<file path="config.mk">
export PLATFORM = sky130hd
export DESIGN_NAME = rr_mux4_arbiter
export DESIGN_NICKNAME = d
export VERILOG_FILES = /design/src/rtl/rr_mux4_arbiter.sv
export SDC_FILE = /design/constraint.sdc
export NUM_CORES = 1
export LEC_CHECK = 0
export CORE_UTILIZATION = 35
export DETAILED_ROUTE_END_ITERATION = 8
export PLACE_DENSITY = 0.75
export REMOVE_ABC_BUFFERS = 1
export SLEW_MARGIN = 20
export SYNTH_ARGS = -nofsm -noshare
export SYNTH_HDL_FRONTEND = slang
export SYNTH_SLANG_ARGS = --single-unit
</file>
<file path="constraint.sdc">
create_clock -name clk -period 2.1 [get_ports clk]
set_input_delay 0.42 -clock clk [delete_from_list [all_inputs] [get_ports clk]]
set_output_delay 0.42 -clock clk [all_outputs]
set_load 0.01 [all_outputs]
</file>
<file path="src/rtl/rr_mux4_arbiter.sv">
// Round-robin arbiter for four WIDTH-bit sources sharing one registered output
// stage; grants are held for up to MAX_BURST beats or until the source drops req.
//
// state | meaning
// IDLE  | no grant held; arbitrate among req starting after last
// GRANT | gnt/sel hold one source; beats move to dout on ack
module rr_mux4_arbiter #(
    parameter int WIDTH     = 8,
    parameter int MAX_BURST = 4
) (
    input  logic             clk,
    input  logic             rst_n,
    input  logic [3:0]       req,
    input  logic [WIDTH-1:0] din0,
    input  logic [WIDTH-1:0] din1,
    input  logic [WIDTH-1:0] din2,
    input  logic [WIDTH-1:0] din3,
    input  logic             out_ready,
    output logic [3:0]       gnt,
    output logic [1:0]       sel,
    output logic [3:0]       ack,
    output logic [WIDTH-1:0] dout,
    output logic             out_valid,
    output logic             busy
);

    typedef enum logic {IDLE, GRANT} state_t;

    localparam logic [3:0] LAST_CNT = 4'(MAX_BURST - 1);

    state_t           state;
    logic [1:0]       last;
    logic [3:0]       beats;
    logic             space;
    logic             cur_ack;
    logic             last_beat;
    logic [WIDTH-1:0] din_sel;
    logic [1:0]       cand;
    logic [1:0]       pick_idx;
    logic             pick_vld;

    always_comb begin
        space     = ~out_valid | out_ready;
        ack       = (state == GRANT) ? (gnt & req & {4{space}}) : 4'b0000;
        cur_ack   = |ack;
        last_beat = cur_ack && (beats == LAST_CNT);
    end

    always_comb begin
        case (sel)
            2'd0:    din_sel = din0;
            2'd1:    din_sel = din1;
            2'd2:    din_sel = din2;
            default: din_sel = din3;
        endcase
    end

    // Rotating scan: first requester after the previous winner takes the grant.
    always_comb begin
        cand     = 2'd0;
        pick_idx = 2'd0;
        pick_vld = 1'b0;
        for (int k = 1; k <= 4; k++) begin
            cand = last + 2'(k);
            if (!pick_vld && req[cand]) begin
                pick_vld = 1'b1;
                pick_idx = cand;
            end
        end
    end

    always_ff @(posedge clk or negedge rst_n) begin
        if (!rst_n) begin
            state     <= IDLE;
            last      <= 2'd3;
            beats     <= 4'd0;
            gnt       <= 4'b0000;
            sel       <= 2'd0;
            busy      <= 1'b0;
            dout      <= '0;
            out_valid <= 1'b0;
        end else begin
            case (state)
                IDLE: begin
                    if (pick_vld) begin
                        state <= GRANT;
                        sel   <= pick_idx;
                        gnt   <= 4'b0001 << pick_idx;
                        beats <= 4'd0;
                        busy  <= 1'b1;
                    end
                end
                GRANT: begin
                    if (cur_ack)
                        beats <= beats + 4'd1;
                    if (last_beat || !req[sel]) begin
                        state <= IDLE;
                        last  <= sel;
                        gnt   <= 4'b0000;
                        busy  <= 1'b0;
                    end
                end
                default: state <= IDLE;
            endcase

            if (cur_ack) begin
                dout      <= din_sel;
                out_valid <= 1'b1;
            end else if (out_ready) begin
                out_valid <= 1'b0;
            end
        end
    end

endmodule

</file>
Figure 1. The metal 1 layer.
Cells faint in the background.
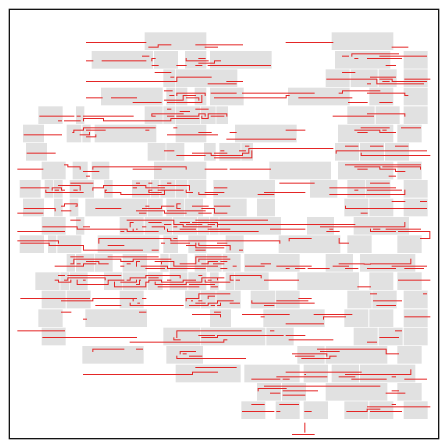
wire length on this layer: 1,500 µm
longest straight run: 20.2 µm

Figure 2. M2 wires.
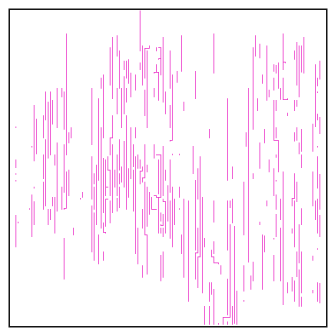
share of all routed wire: 46%
wire length on this layer: 1,540 µm
main direction: vertical
longest straight run: 34.7 µm
nets with wire on the layer: 192

Figure 3. Metal 3.
Cells faint in the background.
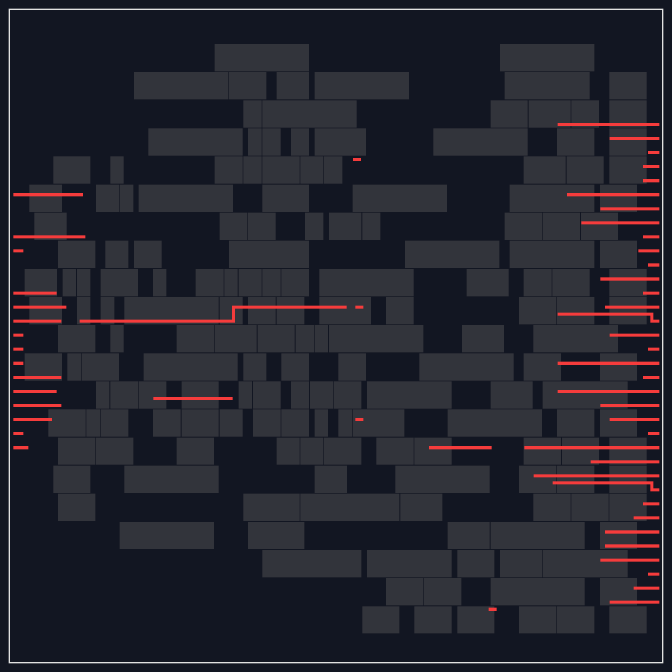
nets with wire on the layer: 53
longest straight run: 14.7 µm

Figure 4. Sequential cells grouped by signal name.
Bar = 20 µm. Other sequential cells in the stronger gray, the rest of the logic in the fainter gray.
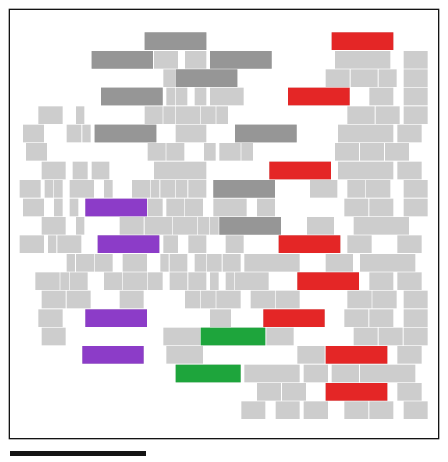
legend:
  dout:
    color: red
    placed_flops: 8
  last:
    color: green
    placed_flops: 2
  gnt:
    color: purple
    placed_flops: 4
not colored: 9

Figure 5. Track usage over the die.
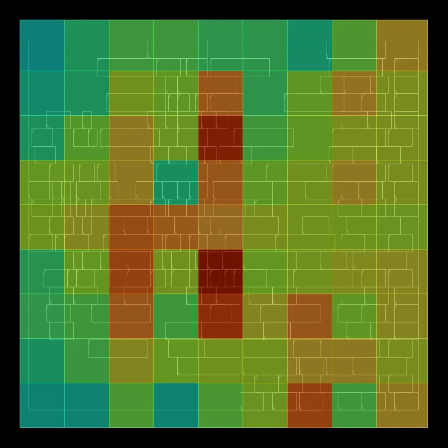
met3 Use GR: 3.986%
average wire per standard cell: 15.19 µm
busiest grt layer: met2
M1 GR Usage: 22.67%
GRT Util Overall: 18.51%

## area by class of cell
type	count	area [µm²]	area share, %
clock buffers	4	45.04	2.210
inverters	2	7.507	0.3683
multi-input cells	75	684.4	33.58
flip-flops and latches	23	578.1	28.36
well taps	46	57.56	2.824
repair buffers	70	665.6	32.66
## cells by family after synthesis
logic type,count (synthesis)
and+or+nand+nor,30
DFF,23
muxes,22
AOI/OAI and AO/OA,21
buffers and inverters,8
xor gates and xnor gates,1
adders and majority gates,1
## power breakdown
part / switching [mW] / total [mW] / internal, mW
sequential: 0.179 / 0.833 / 0.654
combinational: 0.530 / 1.38 / 0.852
clock: 0.136 / 0.272 / 0.135
total: 0.846 / 2.49 / 1.64
## per-layer routing
layer	vias to the layer above	wire [µm]
li1	537	-
met1	541	1495
met2	57	1536
met3	7	256
met4	0	53
met5	-	0
==> summary.txt <==
Routing usage on met2: 31.99%
Slew @ Worst Pin: 0.4647 ns
Yosys top cell by area: dfrtp_1
Fin area: 2038 µm²
Crit path kind: in -> out
H-tree Lvls: 1
PwrDens: 1220 nW/µm²
Clk pin slew, worst setup/hold paths: 0.08 ns
Yosys warning tally: 0
Status: completed
Nets: 215
CP arrival: 1.54 ns
1st-pass router iterations: 4
RSZ-0062 raised after global routing: no
CTS Hold Bufs: 0
Fin crit share: 93.23%
Xor+xnor area frac: 0.6705%
Dpl ws: -0.1364 ns
Setup crit start: out_ready
# IOs: 59
Via-to-Cell Ratio: 5.191
Setup Total Neg Slack: 0 ns
Final core utilization: 59.21%
Hold crit path type: reg -> reg
FF+latch count, synth: 23
Reg2reg path depth: 3
Hold Path Stages: 1
Mapped Cells: 106
Sink Count: 23
CP endpoint: ack[2]
1st-iter DRT viols: 14
Max reg flops: 8
RD Place Congestion: 0.7621
Fp util: 37.95%
Synth cell count leaders: dfrtp_1, mux2_2, mux4_2, nand2_1, nor2_1
Leak pwr: 0.8654 nW
Initial antenna violation count: 0
Biggest register: dout
Tool warnings: 25
Fillcell total: 299
Final HPWL DP: 2.524 mm
Port-buffer cells: 58
Pins over their slew limit: 0
Placeable Area: 3442 µm²
Final setup vio count: 0
Worst path required time: 1.68 ns
Synth Flop Type: dfrtp_1
FP Rows: 21
Worst IR Drop VDD: 0.0005414 V
Post-route insts no fill: 220
Max incr delay on CP: 0.47 ns
Worst-path fanout max: 4
CP Depth: 5
Worst hold path endpoint: busy
Ant. Diodes: 0
Post-CTS Resized: 4
Num CTS Buffers: 3
Number of enable flip-flop cells: 0
Max Fclk: 0.5108 GHz
Antenna Nets Post-Route: 0
Vias in the first global route: 1,265
Final Critical Period: 1.958 ns
Final Hold Fails: 0
Vias: 1,142
Synth Cell Area: 1306 µm²
Top comb family, area: multiplexers
Startpoint Class: input pin
Die footprint: 3980 µm²
Number of post-CTS setup repair buffers: 0
CP Buf/Inv Count: 2
Top cell excl fill/tap: clkdlybuf4s50_1
Slowest cell on crit path: clkdlybuf4s50_1
Placed Cells incl. Taps: 216
Basic Gates by Area: 11.40%
Maxcap violations: 0
Most instantiated logic cells after routing: clkdlybuf4s50_1, dfrtp_1, buf_4
Clock Latency Late Sink: 0.26 ns
Reg2reg start: sel[0]
Setup crit end kind: output pin
DP Area: 1998 µm²
Aoi share: 13.22%
Final WS setup: 0.1422 ns
Clk buf depth: 2
R2R Setup Slk: 0.36 ns
Largest net degree at the start of global routing: 24
Yosys stat area: 1306 µm²
Post-Route WL: 3.341 mm
Power and IR drop assume default switching activity.
